<file path="src/rtl/window_average_collector.sv">
`default_nettype none
// ============================================================================
//  Module   : window_average_collector
//  Purpose  : Groups consecutive valid samples into windows of 2^LOG2_WIN,
//             emits the truncated average, the maximum and a threshold flag
//             through a one-entry valid/ready register, and counts results
//             dropped because the downstream side was stalled.
//  Revision : 1.0 - initial release
// ============================================================================
module window_average_collector #(
   parameter int unsigned      WIDTH     = 32,
   parameter int unsigned      LOG2_WIN  = 3,
   parameter logic [WIDTH-1:0] THRESHOLD = 2
) (
   input  logic             clk,
   input  logic             rst_n,
   input  logic [WIDTH-1:0] data_in,
   input  logic             valid_in,
   input  logic             flush,
   input  logic             out_ready,
   output logic             out_valid,
   output logic [WIDTH-1:0] avg_out,
   output logic [WIDTH-1:0] max_out,
   output logic             above_thr,
   output logic             overrun,
   output logic [7:0]       ovr_count
);

   localparam int unsigned         ACC_W    = WIDTH + LOG2_WIN;
   // Index of the final sample of a window (2^LOG2_WIN - 1).
   localparam logic [LOG2_WIN-1:0] LAST_CNT = '1;

   localparam logic [0:0] S_IDLE  = 1'b0;
   localparam logic [0:0] S_ACCUM = 1'b1;

   // Collection state
   logic [0:0]          state_q,   state_d;
   logic [LOG2_WIN-1:0] count_q,   count_d;
   logic [ACC_W-1:0]    acc_q,     acc_d;
   logic [WIDTH-1:0]    max_q,     max_d;

   // Output register and overrun bookkeeping
   logic                out_valid_q, out_valid_d;
   logic [WIDTH-1:0]    avg_q,       avg_d;
   logic [WIDTH-1:0]    omax_q,      omax_d;
   logic                thr_q,       thr_d;
   logic                overrun_q,   overrun_d;
   logic [7:0]          ovr_cnt_q,   ovr_cnt_d;

   // Window contents the incoming sample builds on: empty when idle or when
   // a flush discards the partial window in this same cycle.
   logic                base_empty_w;
   logic [LOG2_WIN-1:0] base_cnt_w;
   logic [ACC_W-1:0]    base_acc_w;
   logic [WIDTH-1:0]    base_max_w;
   logic [ACC_W-1:0]    sum_w;
   logic [WIDTH-1:0]    max_new_w;
   logic [WIDTH-1:0]    avg_new_w;
   logic                complete_w;
   logic                load_w;
   logic                drop_w;

   assign base_empty_w = flush || (state_q == S_IDLE);
   assign base_cnt_w   = base_empty_w ? '0 : count_q;
   assign base_acc_w   = base_empty_w ? '0 : acc_q;
   assign base_max_w   = base_empty_w ? '0 : max_q;

   assign sum_w        = base_acc_w + ACC_W'(data_in);
   assign max_new_w    = (data_in > base_max_w) ? data_in : base_max_w;
   assign avg_new_w    = sum_w[ACC_W-1:LOG2_WIN];
   assign complete_w   = valid_in && (base_cnt_w == LAST_CNT);

   // A completed window is loaded when the register is empty or being
   // drained on this edge; otherwise it is lost and counted.
   assign load_w       = complete_w && (!out_valid_q || out_ready);
   assign drop_w       = complete_w &&   out_valid_q && !out_ready;

   // Next state of the sample collector (flush first, then capture).
   always_comb begin
      state_d = state_q;
      count_d = count_q;
      acc_d   = acc_q;
      max_d   = max_q;
      if (flush) begin
         state_d = S_IDLE;
         count_d = '0;
         acc_d   = '0;
         max_d   = '0;
      end
      if (valid_in) begin
         if (complete_w) begin
            state_d = S_IDLE;
            count_d = '0;
            acc_d   = '0;
            max_d   = '0;
         end else begin
            state_d = S_ACCUM;
            count_d = base_cnt_w + LOG2_WIN'(1);
            acc_d   = sum_w;
            max_d   = max_new_w;
         end
      end
   end

   // Next state of the output register and the overrun counters.
   always_comb begin
      out_valid_d = out_valid_q;
      avg_d       = avg_q;
      omax_d      = omax_q;
      thr_d       = thr_q;
      overrun_d   = overrun_q;
      ovr_cnt_d   = ovr_cnt_q;
      if (load_w) begin
         out_valid_d = 1'b1;
         avg_d       = avg_new_w;
         omax_d      = max_new_w;
         thr_d       = (avg_new_w > THRESHOLD);
      end else if (out_valid_q && out_ready) begin
         out_valid_d = 1'b0;
      end
      if (drop_w) begin
         overrun_d = 1'b1;
         if (ovr_cnt_q != 8'hFF) begin
            ovr_cnt_d = ovr_cnt_q + 8'd1;
         end
      end
   end

   // State registers; reset takes priority over every other event.
   always_ff @(posedge clk) begin
      if (!rst_n) begin
         state_q     <= S_IDLE;
         count_q     <= '0;
         acc_q       <= '0;
         max_q       <= '0;
         out_valid_q <= 1'b0;
         avg_q       <= '0;
         omax_q      <= '0;
         thr_q       <= 1'b0;
         overrun_q   <= 1'b0;
         ovr_cnt_q   <= '0;
      end else begin
         state_q     <= state_d;
         count_q     <= count_d;
         acc_q       <= acc_d;
         max_q       <= max_d;
         out_valid_q <= out_valid_d;
         avg_q       <= avg_d;
         omax_q      <= omax_d;
         thr_q       <= thr_d;
         overrun_q   <= overrun_d;
         ovr_cnt_q   <= ovr_cnt_d;
      end
   end

   assign out_valid = out_valid_q;
   assign avg_out   = avg_q;
   assign max_out   = omax_q;
   assign above_thr = thr_q;
   assign overrun   = overrun_q;
   assign ovr_count = ovr_cnt_q;

endmodule
`default_nettype wire

</file>
<file path="config.mk">
export PLATFORM = sky130hd
export DESIGN_NAME = window_average_collector
export DESIGN_NICKNAME = d
export VERILOG_FILES = /design/src/rtl/window_average_collector.sv
export SDC_FILE = /design/constraint.sdc
export NUM_CORES = 1
export LEC_CHECK = 0
export ABC_CLOCK_PERIOD_IN_PS = 11430
export CORE_UTILIZATION = 35
export DETAILED_ROUTE_END_ITERATION = 6
export GPL_TIMING_DRIVEN = 0
export MAX_ROUTING_LAYER = met4
export PLACE_DENSITY = 0.54
export SETUP_SLACK_MARGIN = 0.4
export SYNTH_ARGS = -nofsm -noshare
export SYNTH_HDL_FRONTEND = slang
export SYNTH_SLANG_ARGS = --single-unit
</file>
<file path="constraint.sdc">
create_clock -name clk -period 11.43 [get_ports clk]
set_input_delay 2.286 -clock clk [delete_from_list [all_inputs] [get_ports clk]]
set_output_delay 2.286 -clock clk [all_outputs]
set_load 0.1 [all_outputs]
</file>
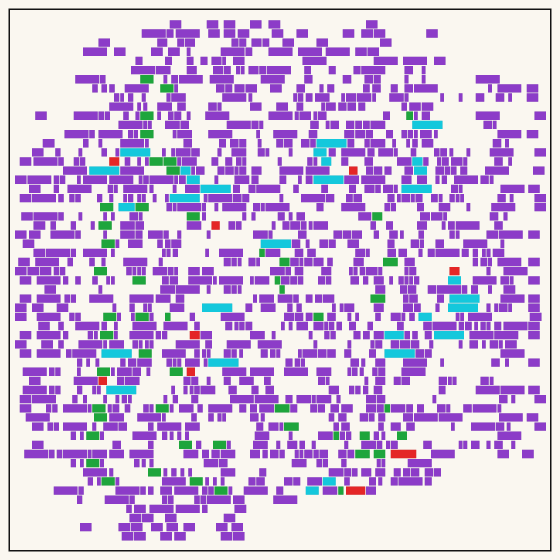
Fig. 1. Cell sizes after repair (run 1).
_2 cells: shown in green, cells 50. _3 and _4 cells: shown in red, cells 9. _0 and _1 cells: shown in purple, cells 1134. _6 and larger: shown in cyan, cells 29.
Area Overhead vs Synth: 23.8%
post-route setup slack: 3790 ps
design area: 0.0109 mm^2

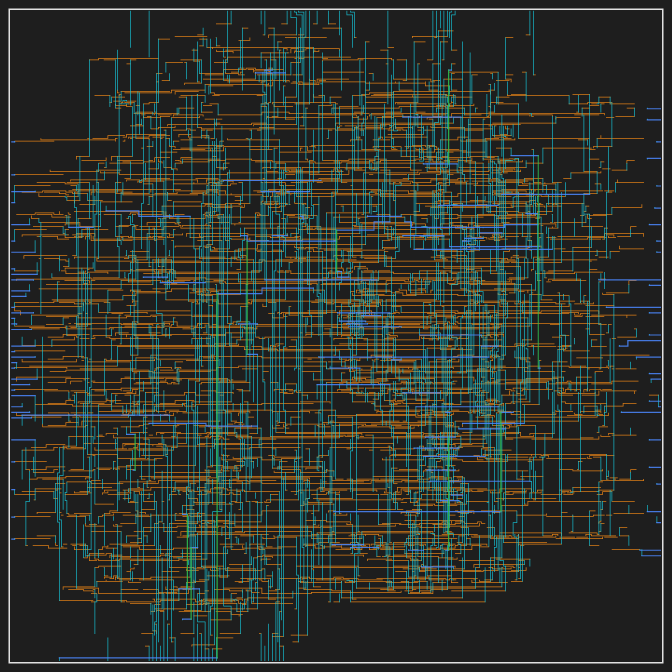
Fig. 2. Routed metal, one colour a layer (run 1).
metal 2: shown in cyan, wire length 11800 um. metal 1: shown in orange, wire length 14000 um. metal 4: shown in green, wire length 301 um. metal 3: shown in blue, wire length 1050 um.
routed len/inst: 17.5 um
routed wire length: 27100 um
GRT Overall Usage: 0.221
routed vias: 8000

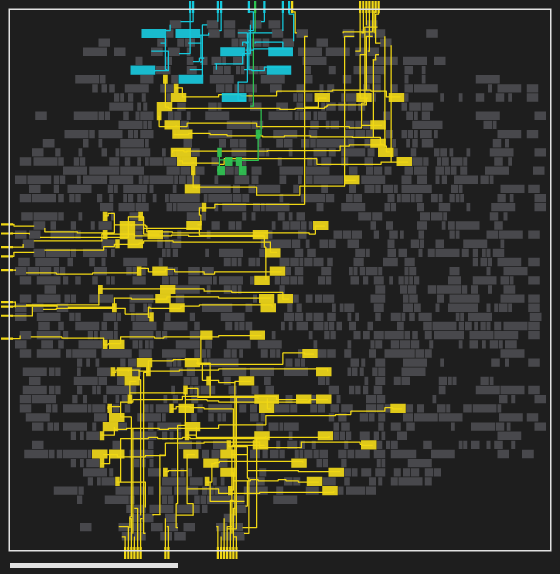
Fig. 3. I/O nets highlighted (run 1).
Bar = 50 um.
data_in: shown in yellow, bits 32, direction input, edge 15 south, 9 west, 8 north, end cells 97, wire 3070 um. ovr_count: shown in cyan, bits 8, direction output, edge north, end cells 8, wire 242 um. valid_in: shown in green, bits 1, direction input, edge north, end cells 6, wire 68.1 um.
port bufs: 111
I/O pin cnt: 112

-- run 1: power by group through the flow --
stage	Combinational, W	Sequential, W	Clock [W]
after floorplan	0.0000993	0.000536	0
after global placement	0.000155	0.000537	0
after detailed placement	0.000155	0.000537	0
after CTS	0.000156	0.000526	0.000569
after global routing	0.000174	0.000527	0.000590
final	0.000158	0.000526	0.000556
-- run 1: area by class of cell --
class / count / share of cell area
plain buffers: 71 / 0.0273
well taps: 324 / 0.0372
clock inverters: 14 / 0.0128
flip-flops and latches: 146 / 0.268
multi-input cells: 821 / 0.498
inverters: 41 / 0.0141
diodes: 1 / 0.000229
clock buffers: 18 / 0.0403
repair buffers: 111 / 0.102
-- run 1: registers in the layout (all words and copies together), names as in the netlist, 3 cells and up --
signal / count
ovr_count: 8
max_q: 32
count_q: 3
avg_out: 32
max_out: 32
acc_q: 35
-- run 1: Yosys cell counts (3+ instances only) --
cell type,n
a31oi_1,4
a21o_1,24
nand3_1,11
o21bai_1,3
o21ai_1,4
xor2_1,15
o211ai_1,14
nor3_1,11
or4_1,3
a21boi_0,25
o21ai_0,99
ha_1,67
a21oi_1,65
mux2i_1,6
nand4_1,18
o211a_1,9
nand2_1,162
and4_1,3
nor2_1,25
nor2b_1,35
buf_2,6
xnor2_1,19
and3_1,8
a211oi_1,7
dfxtp_1,146
inv_1,41
and2_1,66
nand2b_1,9
clkbuf_1,58
a22oi_1,28
o21a_1,7
mux2_2,31
-- run 1: layer usage --
metal  up-vias  part of all wire  routed length (um)
li1       4059                 -                   -
met1      3718              0.51               14000
met2       201              0.44               11800
met3        22             0.039                1050
met4         0             0.011                 300
met5         -                 0                   0
==> notes.md, run 1 <==
yosys + openroad results -> sw frac=0.291, Post-Synth XOR/XNOR Area=0.0338, CTS tree=yes, crit path time final=around 7600 ps, status=complete, no violations, Critical path buffers and inverters=5, Synth flops=146, Max-area cell share=0.332, syn_area_per_cell=slightly above 8 um^2, Clock Power Share=0.448, met2 Use GR=0.335, CTS Hold Bufs=0, clk buf depth=2, syn_nets=1184, Filler cells=2498, CP endpoint kind=register, ys cells=1079, # placed instances=1514, cell mode on critical path=clkbuf_1, WP depth=18, Leak=between 4 and 5 nW, CP delay by family, top=simple AND/OR/NAND/NOR gates, CP max stage cell=nor4_1, most frequent cells in the layout=nand2_1 (162), dfxtp_1 (146), clkdlybuf4s50_1 (111), DRT iter0 DRCs=429, Log Warnings=26, largest area contributor in the netlist=dfxtp_1, fmax=131 MHz, Hold Fails Final Rpt=0, Synth Flop Type=dfxtp_1, Power Dens Cells=114 mW/mm^2, Logic family by area=AND-OR/OR-AND gates, Yosys chip area=0.00881 mm^2, layout cells sized above 1=0.0720, mux share=0.0464, clk_lat worst skew=between 400 and 500 ps, Hold Crit Start=max_q[6], CTS Sinks=~150
==> run 1 -> run 2 <==
- ABC_CLOCK_PERIOD_IN_PS: 11430 -> 6200
- PLACE_DENSITY: 0.54 -> 0.56
- clock period: 11.43 -> 6.2 ns (I/O delays scaled with it)
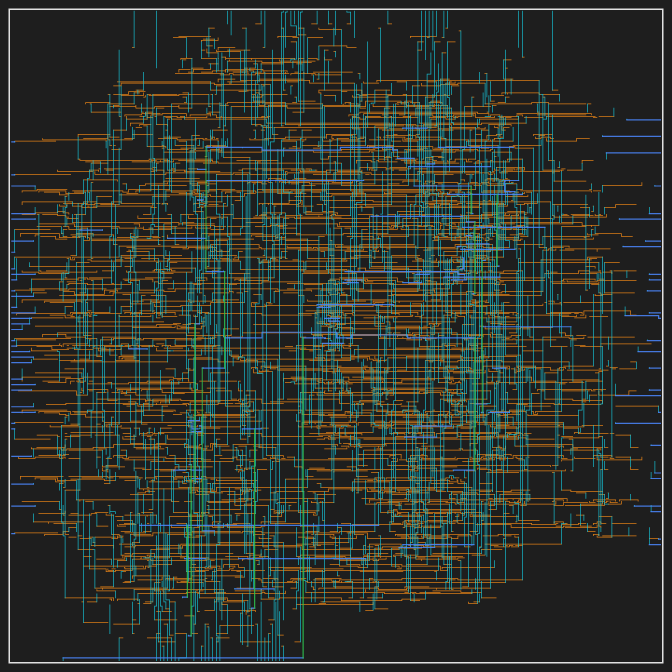
Fig. 4. Routed metal, one colour a layer (run 2).
metal 1: shown in orange, wire length 14100 um. metal 2: shown in cyan, wire length 11900 um. metal 4: shown in green, wire length 428 um. metal 3: shown in blue, wire length 984 um.
GRT Overall Usage: 0.220
routed vias: 8029
routed len/inst: 17.6 um
routed wire length: 27400 um

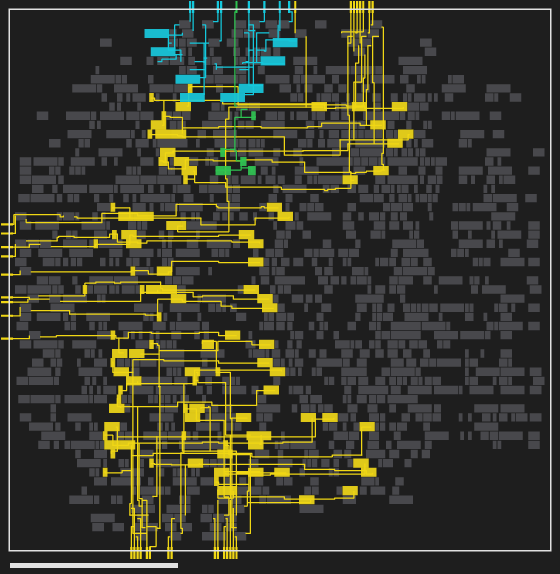
Fig. 5. I/O nets highlighted (run 2).
Bar = 50 um.
valid_in: shown in green, bits 1, direction input, edge north, end cells 6, wire 75.8 um. ovr_count: shown in cyan, bits 8, direction output, edge north, end cells 8, wire 241 um. data_in: shown in yellow, bits 32, direction input, edge 15 south, 9 west, 8 north, end cells 97, wire 3030 um.

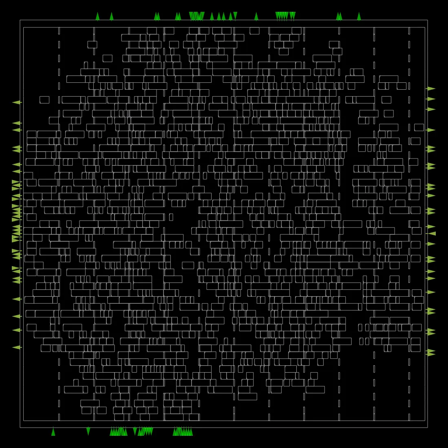
Fig. 6. Placed standard cells (run 2).
sequential share of cell area: 0.263
core area: 0.0245 mm^2

==> notes.md, run 2 <==
yosys + openroad results -> Netlist Area Pre-Place=0.00881 mm^2, DP HPWL=21000 um, synth warn=0, VDD IR-drop max=0.157 mV, CTS Sinks=146 (unchanged), MaxCap Viol Count=0, Yosys chip area=0.00881 mm^2 (unchanged), DIE WIDTH=161 um, Clock Power Share=0.461 (+0.013), post-route setup slack=606 ps (-3190 ps), Area Overhead vs Synth=25.9%, Hold Fails Final Rpt=0 (unchanged), crit path time final=5590 ps, DRC viols=0, Top reg by flops=acc_q, Log Warnings=26 (unchanged), Slew @ Worst Pin=980 ps, Root Buffer Master=clkbuf_16, RSZ-0062 raised after global routing=no, Slew Limit Fails=0, sw frac=0.276 (-0.0142), CP Class=in -> reg, Synth flops=146 (unchanged), Leak=4.39 nW (+2.7%), largest area contributor in the netlist=dfxtp_1, net switching power=roughly 0.00065 W, cell mode on critical path=clkbuf_4, worst path cell trace=clkdlybuf4s50_1 -> nor2b_1 -> clkbuf_4 -> clkbuf_4 -> buf_4 -> and2_1 -> ha_1 -> clkbuf_1 -> o21ai_1 -> o21ai_0 -> a22oi_2 -> nand3_2 -> a211o_1 -> a2111o_1 -> or3b_2 -> nor4_4 -> nand4_1 -> o211a_1, synth cell count leaders=nand2_1 (162), dfxtp_1 (146), o21ai_0 (99), Fin Setup TNS=0 ps, Synth Flop Type=dfxtp_1, startpoint types=input port, CTS Hold Bufs=0 (unchanged), Worst Skew=approximately 13 ps, worst r2r dst=above_thr, clk_lat worst skew=440 ps (about the same), syn_nets=1184 (unchanged), Hold Path End=max_q[16], DRT iter0 DRCs=591 (+38%), Logic pwr share=0.127, Synth area leaders=dfxtp_1 (33%), ha_1 (9.5%), nand2_1 (6.9%), CP endpoint kind=register, final setup fails=0, sequential fraction of the synthesis area=0.332, final core occ=0.452, Power Dens Cells=212 mW/mm^2 (+87%), I/O pin cnt=112 (unchanged), Max-area cell share=0.332 (unchanged), nets@finish=1320, top-count cell post-synth=nand2_1, layout cells sized above 1=0.0920 (+0.0200), CP max stage cell=or3b_2, status=complete, no violations, most frequent cells in the layout=nand2_1 (161), dfxtp_1 (146), clkdlybuf4s50_1 (111), chip area=between 0.02 and 0.03 mm^2, syn_area_per_cell=8.17 um^2 (unchanged), Clk power=0.00109 W (+96%), Async SR Flop Fraction=0, CP Max Fanout=10, Power, Total=~0.0024 W, fmax=179 MHz, clock buffer count from CTS=17, Post-CTS Setup Bufs=0, Clock transition at path regs=about 60 ps, relative slew slack=0.344, P_comb=0.000298 W (+89%), post-layout period usage=0.902, vias in the first global route=7534, Seq. pwr=0.000970 W (+84%), ANT cells=0 (-1), Filler cells=2480 (-0.72%), drt first pass iters=7, CTS tree=yes, Int Pwr=0.00170 W, max FFs per register=35 (unchanged), Hold Crit Start=max_q[16], GP Congestion=0.929, cell count after synthesis=1079, clk buf depth=2 (unchanged), ys cells=1079 (unchanged), port bufs=111 (unchanged), Hold Path Stages=2, Top power group=clock, Arr. time, crit path=5920 ps, Sequential Power Share=0.412
## run 2: metrics by stage
step           cells  cell area, um^2  hold slack (ps)
3_3_place_gp    1514            10300              433
5_1_grt         1552            11100              475
3_5_place_dp    1514            10300              441
6_report        1552            11100              454
2_1_floorplan   1079             8810              417
4_1_cts         1546            11000              456
## run 2: worst max-delay path: cells and delay by family
family                   cells  cell delay [ps]
buffers and inverters        5             1280
adder cells (fa/ha/maj)      1              240
AND-OR/OR-AND                6             1650
AND/OR/NAND/NOR              6             1500
## run 2: cell type report
class / count / area (um^2) / area share
clock buffer: 20 / 457 / 0.0412
inverter: 41 / 154 / 0.0139
tap: 324 / 405 / 0.0365
timing repair buffer: 117 / 1160 / 0.104
multi-input combinational: 821 / 5530 / 0.499
buffer: 71 / 320 / 0.0289
clock inverter: 12 / 145 / 0.0131
sequential: 146 / 2920 / 0.263
## run 2: cells by family after synthesis
kind of cell               Yosys count  synth area share
AOI/OAI and AO/OA                  317             0.233
xor gates and xnor gates            34            0.0338
adders and majority gates           68            0.0974
buffers and inverters              112            0.0513
DFF                                146             0.332
muxes                               37            0.0464
and+or+nand+nor                    365             0.207
## run 2: per-layer routing
layer | wire, um | GRT usage | vias up
li1 | - | - | 4070
met4 | 428 | 0.0576 | 0
met1 | 14100 | 0.311 | 3737
met3 | 983 | 0.0341 | 31
met5 | 0 | - | -
met2 | 11900 | 0.325 | 191
## run 2: how the worst max path moves through the flow
stage	start	endpoint	slack, ps	cells past startpoint
finish	flush	above_thr	610	18
global route	flush	above_thr	400	18
CTS	flush	above_thr	430	18
detailed placement	flush	above_thr	-900	18
global placement	flush	above_thr	-950	18
floorplan	flush	above_thr	1110	17
==> run 2 -> run 3 <==
- SKIP_LAST_GASP: default -> 1
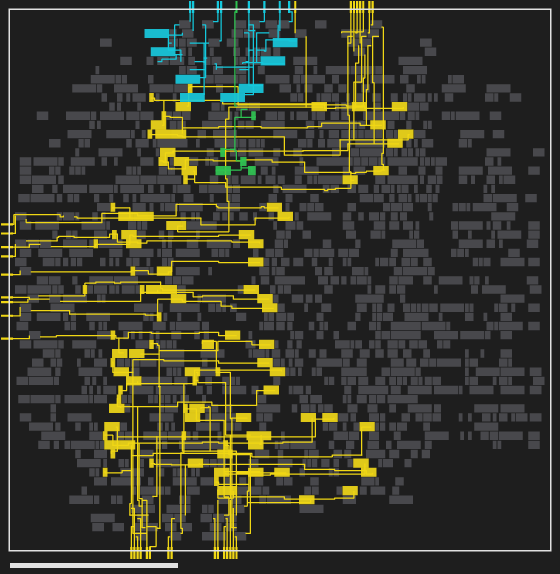
Fig. 7. I/O nets highlighted (run 3).
Bar = 50 um.
valid_in: shown in green, bits 1, direction input, edge north, end cells 6, wire 75.8 um. ovr_count: shown in cyan, bits 8, direction output, edge north, end cells 8, wire 241 um. data_in: shown in yellow, bits 32, direction input, edge 15 south, 9 west, 8 north, end cells 97, wire 3030 um.

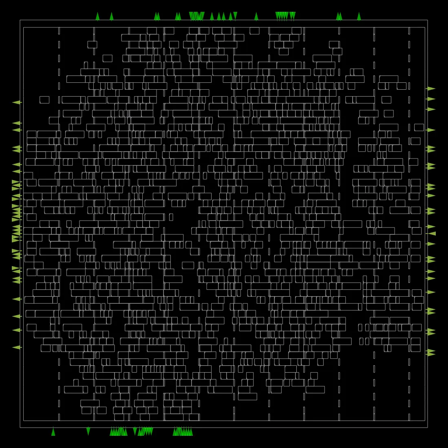
Fig. 8. Placed standard cells (run 3).
Filler cells: 2480
FFs & Latches: 146
std cell rows: 57
final core occ: 0.452

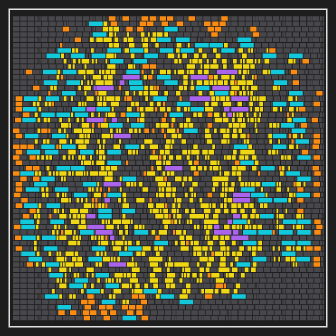
Fig. 9. Cells coloured by class (run 3).
Fill, decap, tap and diode cells in grey.
other buffers and delay cells: shown in orange, cells 188, share of their area 14%. combinational and other logic: shown in yellow, cells 862, share of their area 53%. flops: shown in cyan, cells 146, share of their area 27%. clock drivers and dummy loads: shown in purple, cells 32, share of their area 5.6%.
design area: 0.0111 mm^2

==> notes.md, run 3 <==
yosys + openroad results -> VDD IR-drop max=0.157 mV (unchanged), Area Overhead vs Synth=25.9% (unchanged), Synth flops=146 (unchanged), status=complete, no violations, layout cells sized above 1=0.0920 (unchanged), Root Buffer Master=clkbuf_16, Synth Flop Type=dfxtp_1, CTS Sinks=146 (unchanged), CP Class=in -> reg, chip area=0.0258 mm^2 (unchanged), DP HPWL=21000 um (unchanged), clk buf depth=2 (unchanged), startpoint types=input port, Netlist Area Pre-Place=0.00881 mm^2 (unchanged), worst path cell trace=clkdlybuf4s50_1 -> nor2b_1 -> clkbuf_4 -> clkbuf_4 -> buf_4 -> and2_1 -> ha_1 -> clkbuf_1 -> o21ai_1 -> o21ai_0 -> a22oi_2 -> nand3_2 -> a211o_1 -> a2111o_1 -> or3b_2 -> nor4_4 -> nand4_1 -> o211a_1, routed wire length=27400 um (unchanged), post-layout period usage=0.902 (unchanged), CTS Hold Bufs=0 (unchanged), Slew @ Worst Pin=980 ps (unchanged), final setup fails=0 (unchanged), Worst Skew=13.3 ps (unchanged), relative slew slack=0.344 (unchanged), Hold Fails Final Rpt=0 (unchanged), Log Warnings=26 (unchanged), GP Congestion=0.929 (unchanged), Arr. time, crit path=5920 ps (about the same), drt first pass iters=7 (unchanged), Slew Limit Fails=0 (unchanged), Max-area cell share=0.332 (unchanged), nets@finish=1320 (unchanged), RSZ-0062 raised after global routing=no, ANT cells=0 (unchanged), DRT iter0 DRCs=591 (unchanged), cell count after synthesis=1079 (unchanged), Logic pwr share=0.127 (about the same), net switching power=0.000650 W (unchanged), Clock transition at path regs=60 ps (about the same), P_comb=0.000298 W (about the same), clock buffer count from CTS=17 (unchanged), MaxCap Viol Count=0 (unchanged), Power Dens Cells=212 mW/mm^2 (unchanged), post-route setup slack=606 ps (unchanged), Clk power=0.00109 W (about the same), core area=0.0245 mm^2 (unchanged), syn_nets=1184 (unchanged)
run 3: kinds of logic (layout without fill, tap and decap cells):
logic type | after synthesis | in the layout | synth area share
and+or+nand+nor | 365 | 365 | 0.207
AOI/OAI and AO/OA | 317 | 317 | 0.233
DFF | 146 | 146 | 0.332
buffers and inverters | 112 | 261 | 0.0513
adders and majority gates | 68 | 68 | 0.0974
muxes | 37 | 37 | 0.0464
xor gates and xnor gates | 34 | 34 | 0.0338
run 3: path summary, 6_finish.rpt:
path	from	to	cells after the start
setup / recovery	flush	above_thr	18
hold / removal	max_q[16]	max_q[16]	2
setup reg to reg	state_q	above_thr	17
hold reg to reg	max_q[16]	max_q[16]	2
run 3: per-stage QoR:
| step | instances | hold slack [ps] | util | area [um^2] |
|---|---|---|---|---|
| finish | 1552 | 454 | 0.452 | 11100 |
| global placement | 1514 | 433 | 0.421 | 10300 |
| detailed placement | 1514 | 441 | 0.421 | 10300 |
| global route | 1552 | 475 | 0.452 | 11100 |
| floorplan | 1079 | 417 | - | 8810 |
| CTS | 1546 | 456 | 0.448 | 11000 |
run 3: cell type report:
| cell class | instances | area [um^2] | area share |
|---|---|---|---|
| Inverter | 41 | 154 | 0.0139 |
| Sequential cell | 146 | 2920 | 0.263 |
| Timing Repair Buffer | 117 | 1160 | 0.104 |
| Buffer | 71 | 320 | 0.0289 |
| Multi-Input combinational cell | 821 | 5530 | 0.499 |
| Clock inverter | 12 | 145 | 0.0131 |
| Clock buffer | 20 | 457 | 0.0412 |
| Tap cell | 324 | 405 | 0.0365 |
run 3: metal layers:
layer | vias up | global-route usage | wire (um)
li1 | 4070 | - | -
met1 | 3737 | 0.311 | 14100
met2 | 191 | 0.325 | 11900
met3 | 31 | 0.0341 | 983
met4 | 0 | 0.0576 | 428
met5 | - | - | 0
No activity file was given, so power comes from the tool's default toggle rates.
